$ cat src/rtl/lvds_deserializer.sv
// lvds_deserializer: serial shift-in, training-pattern word alignment and framed word output
module lvds_deserializer #(
  parameter int PARALLEL_WIDTH = 8,
  parameter int SERIAL_RATIO = 8,
  parameter logic [PARALLEL_WIDTH-1:0] SYNC_PATTERN = 8'hA5,
  parameter int LOCK_COUNT = 4
) (
  input  logic                      clk_serial,
  input  logic                      reset,
  input  logic                      serial_in,
  input  logic                      realign,
  output logic [PARALLEL_WIDTH-1:0] deserialized_word,
  output logic                      rx_frame_pulse,
  output logic                      locked,
  output logic                      align_error
);
  localparam int CW = $clog2(SERIAL_RATIO);
  localparam int MW = $clog2(LOCK_COUNT + 1);
  localparam int PW = $clog2(SERIAL_RATIO / 2 + 1);
  localparam logic [CW-1:0] LAST = CW'(SERIAL_RATIO - 1);
  typedef enum logic [1:0] {HUNT, VERIFY, LOCKED} state_t;
  state_t state;
  logic [PARALLEL_WIDTH-1:0] sr;
  logic [CW-1:0] bit_cnt;
  logic [MW-1:0] match_cnt;
  logic [PW-1:0] pulse_cnt;
  logic match, boundary;
  assign match = sr == SYNC_PATTERN;
  assign boundary = bit_cnt == '0;
  assign rx_frame_pulse = pulse_cnt != '0;
  always_ff @(posedge clk_serial) begin
    if (reset) begin
      state <= HUNT;
      sr <= '0;
      bit_cnt <= '0;
      match_cnt <= '0;
      pulse_cnt <= '0;
      deserialized_word <= '0;
      locked <= 1'b0;
      align_error <= 1'b0;
    end else begin
      sr <= {sr[PARALLEL_WIDTH-2:0], serial_in};
      bit_cnt <= bit_cnt == LAST ? '0 : bit_cnt + 1'b1;
      align_error <= 1'b0;
      if (pulse_cnt != '0) pulse_cnt <= pulse_cnt - 1'b1;
      if (realign) begin
        state <= HUNT;
        match_cnt <= '0;
        pulse_cnt <= '0;
        locked <= 1'b0;
      end else begin
        case (state)
          HUNT: if (match) begin
            bit_cnt <= CW'(1);
            match_cnt <= MW'(1);
            state <= VERIFY;
          end
          VERIFY: if (boundary) begin
            if (match) begin
              match_cnt <= match_cnt + 1'b1;
              if (match_cnt + 1'b1 == MW'(LOCK_COUNT)) begin
                state <= LOCKED;
                locked <= 1'b1;
              end
            end else begin
              align_error <= 1'b1;
              match_cnt <= '0;
              state <= HUNT;
            end
          end
          LOCKED: if (boundary) begin
            deserialized_word <= sr;
            pulse_cnt <= PW'(SERIAL_RATIO / 2);
          end
          default: state <= HUNT;
        endcase
      end
    end
  end
endmodule

$ cat config.mk
export PLATFORM = sky130hd
export DESIGN_NAME = lvds_deserializer
export DESIGN_NICKNAME = d
export VERILOG_FILES = /design/src/rtl/lvds_deserializer.sv
export SDC_FILE = /design/constraint.sdc
export NUM_CORES = 1
export LEC_CHECK = 0
export ABC_AREA = 1
export CORE_ASPECT_RATIO = 0.8
export CORE_MARGIN = 4
export CORE_UTILIZATION = 40
export DETAILED_ROUTE_END_ITERATION = 8
export RECOVER_POWER = 50
export REMOVE_ABC_BUFFERS = 1
export SYNTH_ARGS = -nofsm -noshare
export SYNTH_HDL_FRONTEND = slang
export SYNTH_SLANG_ARGS = --single-unit
$ cat constraint.sdc
create_clock -name clk_serial -period 2.1 [get_ports clk_serial]
set_input_delay 0.42 -clock clk_serial [delete_from_list [all_inputs] [get_ports clk_serial]]
set_output_delay 0.42 -clock clk_serial [all_outputs]
set_load 0.05 [all_outputs]
==> images/layer_met2.png <==
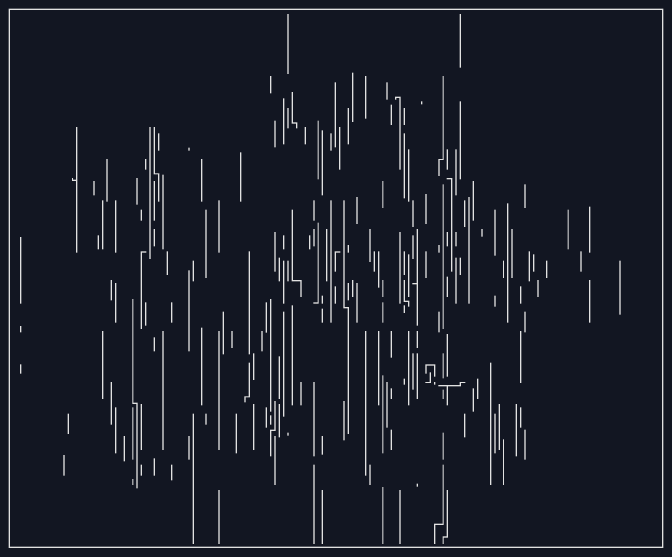
The layer carries 929 um of wire. The longest straight run is 15.3 um. 151 nets have wire on it.

==> images/congestion.png <==
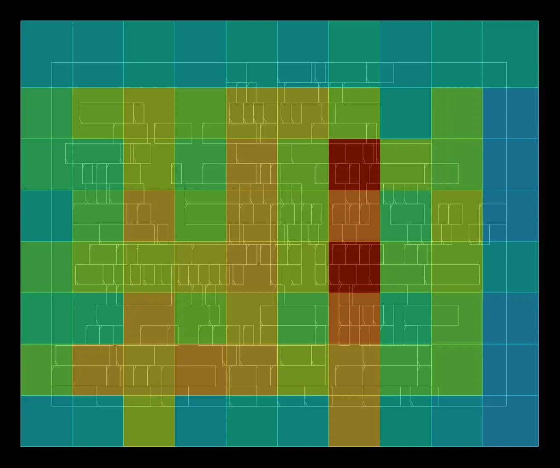
final core occ: 0.5139
Global Route met2 Usage: 0.1739
gr usage total: 0.1292
grt met3 use: 0.06866

==> images/wires.png <==
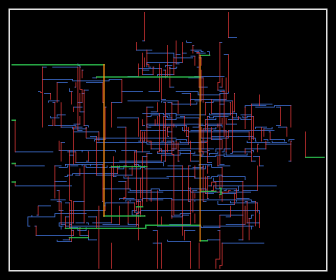
Key: green = metal 3 [wire length 111 um]; orange = metal 4 [wire length 74.1 um]; red = metal 2 [wire length 929 um]; blue = metal 1 [wire length 1120 um]

==> impl_metrics.py <==
# Synthesis and PnR figures
metrics = {
    "pwr": {
        "top_power_group": "registers",
        "pg_seq_mw": 0.566,
        "power.switching_mw": 0.2294,
        "vdd.ir_drop.worst_uv": 507.9,
        "power.internal_mw": 0.8005,
        "seqPwrFrac": 0.549,
        "cellPowerDensity_nw_per_um2": 708.3,
        "p_leak_nw": 0.6393,
        "swShare": 0.2227,
        "p_comb_mw": 0.0627,
        "clk-power_mw": 0.401,
        "comb_power_share": 0.061,
    },
    "cells_and_area": {
        "regArea_sq_um": 580.6,
        "lay_top_count": "dfxtp_1",
        "num-nets-final": 189,
        "n_fill_cell": 276,
        "logic_area_sq_um": 516.7,
        "drive_above_1_share": 0.07910,
        "area_growth_pct": 19.79,
        "antenna_cells": 0,
    },
    "clocking": {
        "cts_buffer_depth": 2,
        "cts-root-buf": "clkbuf_8",
        "clock_sinks": 29,
        "clk_pin_slew_ns": 0.06,
        "worstSkewPairLatency_ns": 0.28,
        "cts_tree": "yes",
        "ctsResizeCount": 0,
    },
    "critical_path": {
        "cpLargestDelayFamily": "buffers and inverters",
        "required_ns": 1.68,
        "worstPathCellList": "clkdlybuf4s50_1",
        "crit_fanout": 2,
        "ff2ff_path_depth": 8,
        "cp.arrival_ns": 1.42,
        "cp_slowest_cell": "clkdlybuf4s50_1",
        "slowest_delay_ns": 0.80,
        "critPathLaunch": "deserialized_word[5]$_SDFFE_PP0P_",
        "r2r_setup_slack_ns": 0.56,
        "crit_type": "register to primary output",
        "rr_startpoint": "bit_cnt[0]$_SDFF_PP0_",
        "path_depth": 1,
        "critPathCaptureType": "primary output",
    },
    "routing": {
        "drt_first_iter_violations": 55,
        "viasPerCell": 4.656,
        "dr.pass1.iters": 4,
        "drc": 0,
        "postRouteAntennaNets": 0,
        "via_count": 1001,
    },
    "floorplan": {
        "core_sq_um": 2829,
        "chipArea_sq_um": 3985,
        "fp-utilization": 0.4290,
        "die_width_um": 69.59,
        "fp-row-count": 17,
        "fp.dieH_um": 57.27,
    },
    "synth": {
        "ys_ff": 29,
        "ys_seq_share": 0.4784,
        "syn_area_sq_um": 1214,
        "yosysWarnings": 0,
        "top_cell_area_share": 0.4784,
        "yosys_area_sq_um": 1214,
        "syn_inst": 158,
        "synthDistinctLibCells": 17,
        "yosys.area.top_type": "dfxtp_1",
    },
    "global_routing": {
        "grt_pass1_vias": 891,
        "grt-ovfl-total": 0,
        "grt_pass1_wl_mm": 3.795,
        "antenna_found_initial": 0,
        "grt_max_degree": 16,
    },
    "timing": {
        "hold_viol_final": 0,
        "skew_ns": 0.003338,
        "relSlewSlack": 0.6628,
        "period_used_share": 0.8746,
        "worst_pin_slew_ns": 0.5042,
        "fmax_mhz": 544.4,
        "report.final.slew_viol_count": 0,
        "rsz0062_at_grt": "false",
        "finalSetupViolCount": 0,
        "timing.setup.tns_ns": 0,
    },
    "placed_design": {
        "portBuffers": 14,
        "hpwl_mm": 1.763,
        "gp_congestion": 0.8569,
    },
    "status": {
        "status": "finished, final reports clean",
    },
    "min_path": {
        "min_from": "sr[2]$_SDFF_PP0_",
        "min_path_type": "register to register",
    },
}
state kept, by name, indices dropped and copies added (netlist names):
signal	count
align_error	1
bit_cnt	3
deserialized_word	8
locked	1
match_cnt	3
pulse_cnt	3
sr	8
state	2
layer usage:
metal  vias to the layer above  wire, um  GRT usage
li1                        536         -          -
met1                       439      1124     0.1561
met2                        20       928     0.1739
met3                         6       110    0.06866
met4                         0        74    0.09192
met5                         -         0          0
layout make-up:
| cell class | count | share of cell area |
|---|---|---|
| Sequential cell | 29 | 0.3993 |
| Timing Repair Buffer | 15 | 0.09725 |
| Clock inverter | 1 | 0.003442 |
| Inverter | 25 | 0.06454 |
| Tap cell | 38 | 0.03270 |
| Multi-Input combinational cell | 102 | 0.3554 |
| Clock buffer | 5 | 0.04733 |
logic make-up after synthesis:
logic type / Yosys count / share of synthesized area
and+or+nand+nor: 64 / 0.2320
AOI/OAI and AO/OA: 31 / 0.1278
DFF: 29 / 0.4784
buffers and inverters: 27 / 0.08969
adders and majority gates: 7 / 0.07216
cell usage after synthesis:
master,n
or2_2,2
dfxtp_1,29
nand3_1,6
buf_6,1
o21ai_0,12
nor3_1,2
ha_1,7
a21oi_1,16
nor2_1,24
nor2_2,2
o21ai_1,3
nand3_2,1
nand2_1,25
nor2_4,2
inv_2,1
clkbuf_1,1
inv_1,24
stage by stage:
step	cell area [sq um]	worst slack (ns)	std cells	power [mW]	hold slack, ns
6_report	1454	0.2633	215	1.030	0.4505
5_1_grt	1454	0.1845	215	1.087	0.4690
4_1_cts	1465	0.2404	215	1.057	0.4551
3_5_place_dp	1391	0.3948	209	0.6457	0.4472
3_3_place_gp	1391	0.4678	209	0.6435	0.4511
2_1_floorplan	1199	0.7042	156	0.6214	0.4243
No activity file was given, so power comes from the tool's default toggle rates.
